congestion.png
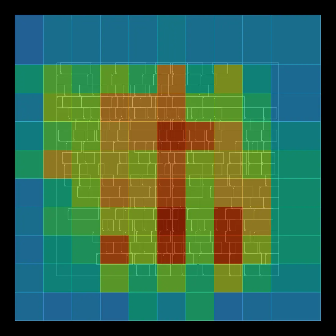
metal_density.png
(4 px per um) The die is cut into 15 by 15 equal tiles; white is low, dark blue is high, scaled to the fullest tile. Values are wire area over tile area, all layers added.
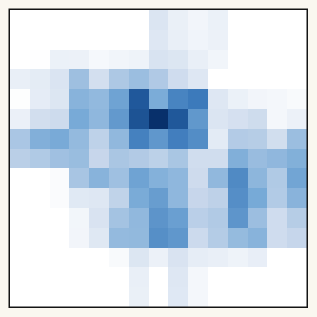
clk_routes.png
(4 px per um)
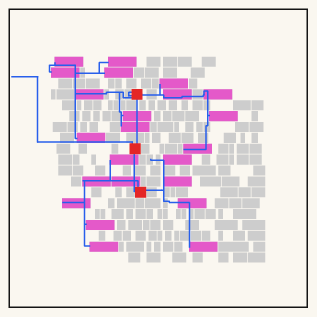
logic_types.png
(8 px per um)
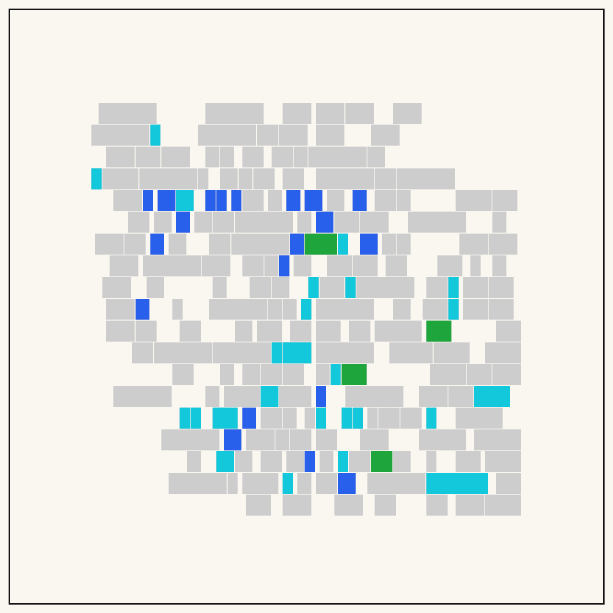
detail.png
Region (22, 7) to (52, 37) um. Cells in grey, sequential cells in the stronger grey; small squares are vias.
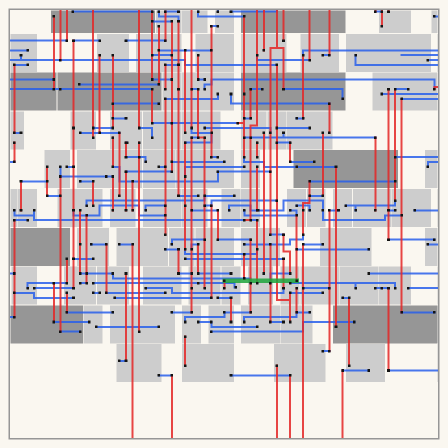
Design pipe_ctrl, sky130hd; sources not shown.
==> notes.md <==
yosys + openroad results -> hpwl dp roughly 3.0 mm, initial antenna violation count 0, Buf/Inv on CP 2, tool warnings 26, Worst path max stage delay between 400 and 500 ps, post-synthesis cell area about 1300 um2, ANT nets after route 0, Mapped Nets 178, worst path arrival time 1820 ps, Via density approximately 5.7, Core Util at FP between 40% and 50%, Register-to-Register Path Depth 8, Syn Inst Count 157, Fmax achieved 436.0 MHz, YS chip area 1319 um2, Hold WC Path Type reg -> reg, Sequential cell area about 460 um2, # Post-CTS Setup Buffers 0, critical path depth 6, WHS Path Cells 1, Worst VDD drop around 360 uV, CP Max Fanout 2, diode count 0, share of cells above drive strength 1 16.51%, Top Layout Cells dfxtp_1, nor2_1, dlygate4sd3_1, buf_4, a21oi_1, Final Critical Period ~2300 ps, global-route wire length before repair ~6 mm, Die Height about 74 um, Rel. slew slack roughly 76%, Final nets between 200 and 250, CP cell instances clkdlybuf4s50_1 > xor2_1 > nor4_4 > o21a_2 > nor2_1 > clkbuf_2, number of global-route vias before repair approximately 1,400, Reg clk slew, reported paths 120 ps, Async SR Flop Fraction 0%, fin crit share 97.60%, Final Hold Fails 0, drt pass-1 iters 4, die x size ~74 um, Synth Register Bits 23, Max Transition Viols Final 0, drt drc 0, Yosys Warn Count 0, Slowest-stage cell, CP clkdlybuf4s50_1, Synth Flop Type dfxtp_1, P_leak roughly 0.83 nW, Chip Area around 5500 um2, Distinct lib cells used 39, CP startpoint kind input pin, Slew @ Worst Pin 366.8 ps, TritonCTS buffer count 3, final setup violation count 0, kind of cell adding the most delay to the critical path buffers and inverters, port bufs roughly 42, TritonCTS clock tree yes, area grow syn2layout 44.31%, syn avg cell area ~8.4 um2, routability cong. just under 0.9, Largest register FFs 16, max-capacitance violation count 0, fillers 226, cell at the root of the clock tree clkbuf_4, H-tree Lvls 1, ys cells roughly 160, total clock sinks 23, IO Pins 43, Post-synth seq share between 30% and 40%, grt ovf 0, EDFF count, synth 0, CP Capture Type output pin, core area between 2000 and 3000 um2, Crit Path Category in -> out, dpl cells around 240, FF-to-FF setup slack roughly 350 ps, Pwr per Cell Area between 300 and 400 nW/um2, status completed, worst endpoint required time around 1900 ps, clock buffer depth 2, DRT iter0 DRCs 96, Logic area between 800 and 900 um2, largest net degree at the start of global routing 15, row count 19
Back to the opening pictures, congestion.png:
grt met2 use: 23.86%
Core Util, Final: 68.42%
M3 GR Usage: 4.388%
GRT busiest layer: met2

Back to the opening pictures, metal_density.png:
tiles over half the peak	11%
nearly empty tiles	33%
mean over tiles	0.11
densest ninth of the die	middle
emptiest ninth of the die	bottom left
via count: 1,380
wire per inst: 15.82 um
total track usage: 13.46%
Routed WL: 3.845 mm

Back to the opening pictures, clk_routes.png:
[red] clock drivers | count: 3
[blue] clock wires | length: 272 um
[magenta] flip-flops | count: 23
routed clock nets	4
Power Clock: 0.000183 W
Late-Pin Clk Latency: 310 ps
clock power share: 24.4%
Clock Skew: 10.72 ps

Back to the opening pictures, logic_types.png:
colour	family	cells
blue	nand cells	20
green	non-inverting ao/oa cells	4
cyan	nor cells	25
Commonest Layout Cell: dfxtp_1
logic share of the area: 43.59%
Final Non-Filler Cells: 243

Back to the opening pictures, detail.png:
colour	layer
red	metal 2
blue	metal 1
green	metal 3
sequential cells in the window	8
most frequent	buf_4 (11), nor2_1 (9), dfxtp_1 (8)
cells with their middle in the window	73

## Yosys cell counts, types with 2 or more instances
master / count / share of area [%]
ha_1: 3 / 2.8
clkbuf_1: 2 / 0.57
a21oi_1: 11 / 4.2
and2_1: 2 / 0.95
o21ai_0: 8 / 3.0
or3_1: 5 / 2.4
nor2_1: 18 / 5.1
nor4_2: 2 / 1.9
xor2_1: 11 / 7.3
nand4_1: 3 / 1.4
mux2i_1: 2 / 1.5
o2111ai_1: 2 / 1.3
o211ai_1: 4 / 2.3
nand2b_1: 3 / 1.4
and3_1: 7 / 3.3
o31ai_1: 7 / 4.0
nor2b_1: 2 / 0.95
dfxtp_1: 23 / 35
inv_1: 4 / 1.1
nand2_1: 7 / 2.0
nand3_1: 7 / 2.7
buf_4: 4 / 2.3
o21a_2: 2 / 1.3
or4_1: 3 / 1.7
## logic make-up (layout without fill, tap and decap cells)
| kind of cell | after synthesis | count (layout) | share of synthesized area (%) |
|---|---|---|---|
| simple gates | 62 | 62 | 25.71 |
| compound gates | 41 | 41 | 20.68 |
| flops | 23 | 23 | 34.91 |
| buf+inv | 13 | 68 | 5.502 |
| xor+xnor | 12 | 12 | 7.970 |
| fa+ha+maj | 3 | 3 | 2.847 |
| mux | 3 | 3 | 2.372 |
## metrics by stage
step	TNS, ps	power [W]	hold slack (ps)	cell area [um2]	setup slack (ps)
floorplan	0	0.0004899	453.9	1319	226.9
global placement	-4991	0.0005742	464.7	1852	-481.7
detailed placement	-6663	0.0005790	485.8	1852	-580.3
CTS	0	0.0007546	511.6	1881	3.730
global route	-7.037	0.0007802	522.5	1903	-7.037
finish	0	0.0007476	503.5	1903	56.29
## area by class of cell
cell class / instances / share of cell area, %
Inverter: 5 / 0.9862
Clock buffer: 3 / 1.183
Multi-Input combinational cell: 121 / 43.59
Clock inverter: 1 / 0.2630
Sequential cell: 23 / 24.19
Timing Repair Buffer: 59 / 27.74
Tap cell: 31 / 2.038
## power breakdown
group	total [W]	internal, W	switching (W)
sequential	0.000401	0.000395	0.00000653
combinational	0.000164	0.0000762	0.0000873
clock	0.000183	0.0000636	0.000119
## repair_timing
action / in CTS / in global routing
hold buffers: 0 / 0
gates resized: 28 / 12
setup endpoints to repair: 11 / 9
pin swaps: 6 / 5
## per-layer routing
layer | share of wire, % | wire (um) | vias up | global-route usage, %
li1 | - | - | 687 | -
met1 | 40 | 1548 | 647 | 14.90
met2 | 50 | 1913 | 42 | 23.86
met3 | 9.2 | 354 | 4 | 4.388
met4 | 0.75 | 29 | 0 | 3.934
met5 | 0 | 0 | - | 0
Power figures rest on the tool's default switching activity, not on a simulated workload.
